wires.png
Scale: 4 px per um.
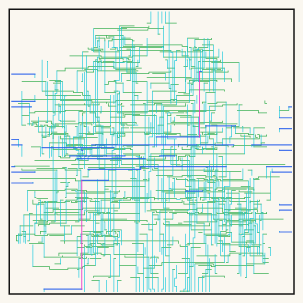
clocks.png
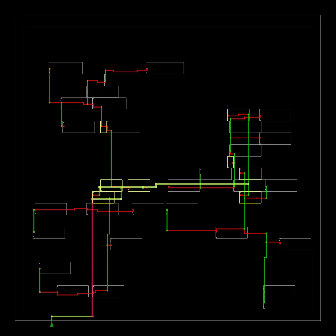
placement_by_type.png
Scale: 4 px per um.
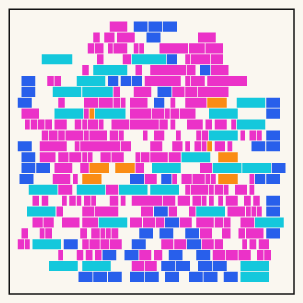
cell_density.png
Scale: 6 px per um. The die is cut into 7 by 7 equal tiles; black is low, pale yellow is high, 0 to 100% covered.
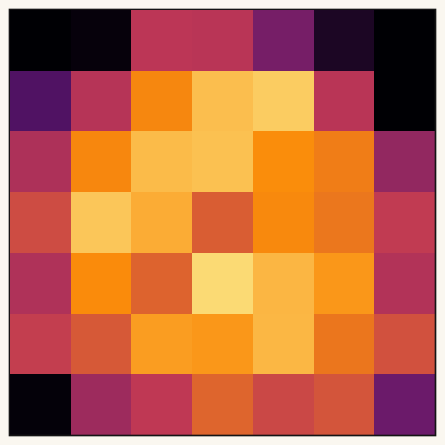
==> config.mk <==
export PLATFORM = sky130hd
export DESIGN_NAME = timer_ctrl
export DESIGN_NICKNAME = d
export VERILOG_FILES = /design/src/rtl/timer_pkg.sv /design/src/rtl/bcd_cnt.sv /design/src/rtl/timer_ctrl.sv
export SDC_FILE = /design/constraint.sdc
export NUM_CORES = 1
export LEC_CHECK = 0
export CAP_MARGIN = 30
export CORE_MARGIN = 1.5
export CORE_UTILIZATION = 45
export CTS_CLUSTER_SIZE = 20
export DETAILED_ROUTE_END_ITERATION = 7
export PLACE_DENSITY = 0.77
export SETUP_SLACK_MARGIN = 0.2
export SYNTH_ARGS = -nofsm -noshare
export SYNTH_HDL_FRONTEND = slang
export SYNTH_SLANG_ARGS = --single-unit
==> constraint.sdc <==
create_clock -name clk -period 2.75 [get_ports clk]
set_input_delay 0.275 -clock clk [delete_from_list [all_inputs] [get_ports clk]]
set_output_delay 0.275 -clock clk [all_outputs]
set_load 0.005 [all_outputs]
==> src/rtl/timer_pkg.sv <==
// Shared definitions for the timer/clock controller.
//   state_e   : mode encodings driven out on set_state
//   BEE_*     : buzzer command codes driven out on bee_in
//   CHIME_*   : minute/second values that trigger the hourly chime
//   bcd2bin() : two BCD digits to binary, for range compares
package timer_pkg;

    localparam int unsigned DIGIT_W = 4;
    localparam int unsigned BIN_W   = 7;

    typedef enum logic [1:0] {
        RUN      = 2'b00,
        SET_MIN  = 2'b01,
        SET_HOUR = 2'b10
    } state_e;

    localparam logic [1:0] BEE_OFF   = 2'b00;
    localparam logic [1:0] BEE_SHORT = 2'b01;
    localparam logic [1:0] BEE_LONG  = 2'b10;

    // Short chime on even seconds 50..58 of minute 59; long tone at mm:ss 00:00
    localparam logic [DIGIT_W-1:0] CHIME_M1        = 4'd5;
    localparam logic [DIGIT_W-1:0] CHIME_M2        = 4'd9;
    localparam logic [BIN_W-1:0]   CHIME_SEC_FIRST = 7'd50;
    localparam logic [BIN_W-1:0]   CHIME_SEC_LAST  = 7'd58;

    function automatic logic [BIN_W-1:0] bcd2bin(input logic [DIGIT_W-1:0] tens,
                                                 input logic [DIGIT_W-1:0] units);
        return BIN_W'(tens) * 7'd10 + BIN_W'(units);
    endfunction

endpackage

==> src/rtl/bcd_cnt.sv <==
// Two-digit BCD counter, 00..MAX, wrapping to 00.
//   clk, rst : clock, synchronous active-high reset
//   en       : advance by one on this edge
//   clr      : synchronous clear, wins over en
//   tens     : tens digit (registered)
//   units    : units digit (registered)
//   carry    : combinational, high when at MAX and enabled (wrap this edge)
module bcd_cnt
    import timer_pkg::*;
#(
    parameter int unsigned MAX = 59
) (
    input  logic               clk,
    input  logic               rst,
    input  logic               en,
    input  logic               clr,
    output logic [DIGIT_W-1:0] tens,
    output logic [DIGIT_W-1:0] units,
    output logic               carry
);

    localparam logic [DIGIT_W-1:0] MAX_TENS  = DIGIT_W'(MAX / 10);
    localparam logic [DIGIT_W-1:0] MAX_UNITS = DIGIT_W'(MAX % 10);

    logic at_max;

    assign at_max = (tens == MAX_TENS) && (units == MAX_UNITS);
    assign carry  = en && at_max;

    // BCD increment with wrap at MAX
    always_ff @(posedge clk) begin
        if (rst || clr) begin
            tens  <= '0;
            units <= '0;
        end else if (en) begin
            if (at_max) begin
                tens  <= '0;
                units <= '0;
            end else if (units == 4'd9) begin
                tens  <= tens + 4'd1;
                units <= '0;
            end else begin
                units <= units + 4'd1;
            end
        end
    end

endmodule

==> src/rtl/timer_ctrl.sv <==
// Digital clock controller: hh:mm:ss time keeping, mode FSM for setting
// minutes/hours, hourly chime and alarm with acknowledge.
//   clk, rst           : clock, synchronous active-high reset
//   tick_1hz           : 1 Hz enable pulse, advances time in RUN
//   tick_fast          : fast enable pulse, advances the field being set
//   mode_btn           : press pulse; cycles RUN->SET_MIN->SET_HOUR->RUN,
//                        or acknowledges a sounding alarm
//   clock_on           : alarm armed
//   clock_hour1..min2  : alarm time, BCD
//   h1,h2,m1,m2,s1,s2  : current time, BCD
//   set_state          : current mode
//   bee_in             : buzzer command (registered, lags counters by a cycle)
module timer_ctrl
    import timer_pkg::*;
#(
    parameter int unsigned CHIME_EN   = 1,
    parameter int unsigned ALARM_SECS = 60
) (
    input  logic               clk,
    input  logic               rst,
    input  logic               tick_1hz,
    input  logic               tick_fast,
    input  logic               mode_btn,
    input  logic               clock_on,
    input  logic [DIGIT_W-1:0] clock_hour1,
    input  logic [DIGIT_W-1:0] clock_hour2,
    input  logic [DIGIT_W-1:0] clock_min1,
    input  logic [DIGIT_W-1:0] clock_min2,
    output logic [DIGIT_W-1:0] h1,
    output logic [DIGIT_W-1:0] h2,
    output logic [DIGIT_W-1:0] m1,
    output logic [DIGIT_W-1:0] m2,
    output logic [DIGIT_W-1:0] s1,
    output logic [DIGIT_W-1:0] s2,
    output logic [1:0]         set_state,
    output logic [1:0]         bee_in
);

    state_e           state, state_next;
    logic             alarm_ack, alarm_ack_next;
    logic [1:0]       bee_next;

    logic             in_run;
    logic             sec_en, sec_clr, sec_carry;
    logic             min_en, min_carry;
    logic             hr_en, hr_carry_unused;
    logic [BIN_W-1:0] sec_bin;
    logic             alarm_active, ack_press;
    logic             chime_short, chime_long;

    assign in_run = (state == RUN);

    // Counter enables: RUN cascades seconds->minutes->hours, SET modes use tick_fast
    assign sec_en  = in_run && tick_1hz;
    assign sec_clr = in_run && (state_next == SET_MIN);
    assign min_en  = (in_run && tick_1hz && sec_carry) || ((state == SET_MIN) && tick_fast);
    assign hr_en   = (in_run && tick_1hz && sec_carry && min_carry) ||
                     ((state == SET_HOUR) && tick_fast);

    bcd_cnt #(.MAX(59)) u_sec (
        .clk   (clk),
        .rst   (rst),
        .en    (sec_en),
        .clr   (sec_clr),
        .tens  (s1),
        .units (s2),
        .carry (sec_carry)
    );

    bcd_cnt #(.MAX(59)) u_min (
        .clk   (clk),
        .rst   (rst),
        .en    (min_en),
        .clr   (1'b0),
        .tens  (m1),
        .units (m2),
        .carry (min_carry)
    );

    bcd_cnt #(.MAX(23)) u_hour (
        .clk   (clk),
        .rst   (rst),
        .en    (hr_en),
        .clr   (1'b0),
        .tens  (h1),
        .units (h2),
        .carry (hr_carry_unused)
    );

    // Alarm/chime decode from the current counter values
    assign sec_bin      = bcd2bin(s1, s2);
    assign alarm_active = in_run && clock_on &&
                          ({h1, h2, m1, m2} == {clock_hour1, clock_hour2, clock_min1, clock_min2}) &&
                          (sec_bin < BIN_W'(ALARM_SECS));
    assign ack_press    = mode_btn && alarm_active && !alarm_ack;
    assign chime_short  = (CHIME_EN != 0) && in_run &&
                          (m1 == CHIME_M1) && (m2 == CHIME_M2) &&
                          (sec_bin >= CHIME_SEC_FIRST) && (sec_bin <= CHIME_SEC_LAST) &&
                          !sec_bin[0];
    assign chime_long   = (CHIME_EN != 0) && in_run &&
                          ({m1, m2, s1, s2} == '0);

    // State register, alarm acknowledge and buzzer command
    always_ff @(posedge clk) begin
        if (rst) begin
            state     <= RUN;
            alarm_ack <= 1'b0;
            bee_in    <= BEE_OFF;
        end else begin
            state     <= state_next;
            alarm_ack <= alarm_ack_next;
            bee_in    <= bee_next;
        end
    end

    // Next-state, acknowledge and buzzer decode
    always_comb begin
        state_next     = state;
        alarm_ack_next = alarm_ack;
        bee_next       = BEE_OFF;

        // A press that acknowledges the alarm is consumed and does not change mode
        unique case (state)
            RUN:      if (mode_btn && !ack_press) state_next = SET_MIN;
            SET_MIN:  if (mode_btn) state_next = SET_HOUR;
            SET_HOUR: if (mode_btn) state_next = RUN;
            default:  state_next = RUN;
        endcase

        // Minute change ends the alarm window, so the acknowledge is dropped with it
        if (!clock_on || min_en) begin
            alarm_ack_next = 1'b0;
        end else if (ack_press) begin
            alarm_ack_next = 1'b1;
        end

        // Silent as soon as the mode leaves RUN or the alarm is acknowledged
        if (in_run && (state_next == RUN)) begin
            if (chime_long) begin
                bee_next = BEE_LONG;
            end else if (chime_short) begin
                bee_next = BEE_SHORT;
            end else if (alarm_active && !alarm_ack && !ack_press) begin
                bee_next = BEE_LONG;
            end
        end
    end

    assign set_state = state;

endmodule
==> metrics.cfg <==
[run_status]
status = finished, final reports clean

[routing]
firstDrtPassIters = 4
vias = 1923
ant_nets = 0
routed_wirelength_mm = 5.01
drt-initial-drc-count = 100
via_per_inst = 5.46
drcViolationCount = 0

[die]
die_area_um2 = 5010
die_w_um = 70.8
io_pins = 50
dieHeight_um = 70.8

[final_timing]
tightest_slew_ns = 0.465
setup_viol = 0
finalSetupTns_ns = 0
holdWs_ns = 0.538
hold_viol = 0
post-route-min-period_ns = 2.53
post-route-period-util = 0.919
fmax_mhz = 396
rsz0062_at_grt = true
slew_headroom = 0.687
fin_skew_ns = 0.00740
finalMaxSlewViolations = 0

[logic_synthesis]
async_flop_share = 0
ys_sh_mux = 0.00484
logic_family = simple AND/OR/NAND/NOR gates
synthTopCellsByCount = 29 x dfxtp_1, 24 x nor2_1, 19 x ha_1
ys_sh_adder = 0.139
ys_area_um2 = 2070
ys_sh_simple = 0.293
top_area_frac = 0.281
syn_area_um2 = 2070
synth.area.top_cells = dfxtp_1 28%, ha_1 11%, xnor2_1 6.4%
edf_count = 0
synthAoiAreaFrac = 0.134
synth_area_per_cell_um2 = 8.58
yosys.area.top_type = dfxtp_1
fp_nets = 284
synth.distinct_cells = 52
postSynthSeqShare = 0.281
synth_flops = 29
ys_warn_count = 0
ys_cells = 241
xor_share = 0.102
ys.flop_type = dfxtp_1
syn_inst = 241
synth_dominant_cell_count = dfxtp_1

[layout]
synthToLayoutAreaGrowth_pct = 38.0
drive_above_1_share = 0.160
diodes = 0
final_cell_mix = 49 x clkdlybuf4s50_1, 24 x nor2_1, 24 x dfxtp_1
finish.net_count = 342
mostFrequentLayoutCell = clkdlybuf4s50_1
fill_cells = 362

[pwr]
power_leakage_nw = 1.04
worst_ir_drop_vdd_mv = 0.255
combinationalPowerShare = 0.138
combinationalPower_w = 0.000127
internal_power_w = 0.000702
switching_share = 0.238
pwr-share-clk = 0.386
switchingPower_w = 0.000219
pwr-share-seq = 0.477
seq_power_w = 0.000440
power.group.top = registers
power_density_nw_per_um2 = 323

[worst_setup_path]
worstPathMaxFanout = 8
critical_path_class = reg2reg
reg2reg_from = u_sec.tens[1]$_SDFFE_PP0P_
arrival_ns = 2.68
worstSetupStartpoint = u_sec.tens[1]$_SDFFE_PP0P_
start_kind = flop
cp.required_ns = 2.90
endpoint_kind = flop

[clock_tree]
cts_tree = yes
clock_latency_ns = 0.27
ctsHoldBuffers = 0
cts-root-buf = clkbuf_8
clockBufferDepth = 2
htreeDepth = 2
cts_made_buffers = 5
path_clk_slew_ns = 0.06

[flow_run]
maxCapViolCount = 0
warnings = 36

[global_route]
grt_pass1_wl_mm = 8.62
overflow = 0
grt_pass1_vias = 1842
antenna_found_initial = 0
grt_max_degree = 26

[place]
dp_hpwl_mm = 3.90
gp_congestion = 0.834
port_buffers = 49

[worst_hold_path]
min_from = u_hour.tens[3]$_SDFFE_PP0P_
holdCritPathClass = reg2reg

Notes on wires.png above:
[metal 4] magenta | wire length: 43.5 um
[metal 2] cyan | wire length: 2360 um
[metal 1] green | wire length: 2380 um
[metal 3] blue | wire length: 233 um
DR WL/cell: 14.2 um
Global Route Usage Sum: 0.212

Notes on clocks.png above:
CTS Sinks: 29
clk pwr: 0.000355 W

Notes on placement_by_type.png above:
[sequential cells] cyan | cells: 29 | share of their area: 21%
[combinational and other logic] magenta | cells: 206 | share of their area: 56%
[remaining buffers and delay cells] blue | cells: 57 | share of their area: 20%
[clock drivers and dummy loads] orange | cells: 8 | share of their area: 3.2%
Core ar.: 4380 um2
Finished Core Util: 0.651
Final Cell Area: 2850 um2
row count: 24
Seq area share: 0.207

Notes on cell_density.png above:
tiles over 75% full: 27%
nearly empty tiles: 10%
fullest tile: 92%
mean over tiles: 56%
emptiest ninth of the die: north-east
FP Util: 0.472

final cells by class:
class                   instances  area, um2  share of cell area
multi-input cells             191       1500               0.526
flip-flops and latches         29        592               0.207
repair buffers                 57        551               0.193
clock buffers                   8       90.1              0.0316
well taps                      52       65.1              0.0228
inverters                      15       56.3              0.0197
through the flow:
stage	total power [W]	setup slack [ns]	utilization	area, um2	instances
2_1_floorplan	0.000514	0.219	-	2120	241
3_3_place_gp	0.000571	0.0900	0.612	2680	343
3_5_place_dp	0.000572	0.0287	0.612	2680	343
4_1_cts	0.000930	0.175	0.649	2840	352
5_1_grt	0.000961	0.101	0.651	2850	352
6_report	0.000922	0.222	0.651	2850	352
what timing repair did:
item                                    CTS  global route
pin swaps                                 6             1
hold endpoints to repair                  0             0
setup buffers                             1             0
endpoints found under the setup margin   10            13
cloned                                    0             0
resized                                  14             4
worst max-delay path, stage by stage, from the launching register on:
cell and delay, ns:
dfxtp_4 0.35, ha_4 0.27, ha_4 0.12, inv_2 0.03, fa_1 0.48, nand2b_4 0.18
a2111oi_4 0.24, o31ai_4 0.12, o2111ai_2 0.26, and3_4 0.30, nor3_1 0.06
final timing paths:
path	end	slack, ns	depth (start not counted)
worst max-delay path	u_sec.units[2]$_SDFFE_PP0P_	0.22	10
worst min-delay path	u_hour.tens[3]$_SDFFE_PP0P_	0.54	2
worst max register to register	u_sec.units[2]$_SDFFE_PP0P_	0.22	10
worst min register to register	u_hour.tens[3]$_SDFFE_PP0P_	0.54	2
routing by layer:
| metal | global-route usage | vias to the layer above | routed length (um) |
|---|---|---|---|
| li1 | - | 975 | - |
| met1 | 0.297 | 899 | 2380 |
| met2 | 0.345 | 45 | 2360 |
| met3 | 0.0342 | 4 | 233 |
| met4 | 0.0524 | 0 | 43 |
| met5 | 0 | - | 0 |
Power and IR drop assume default switching activity.
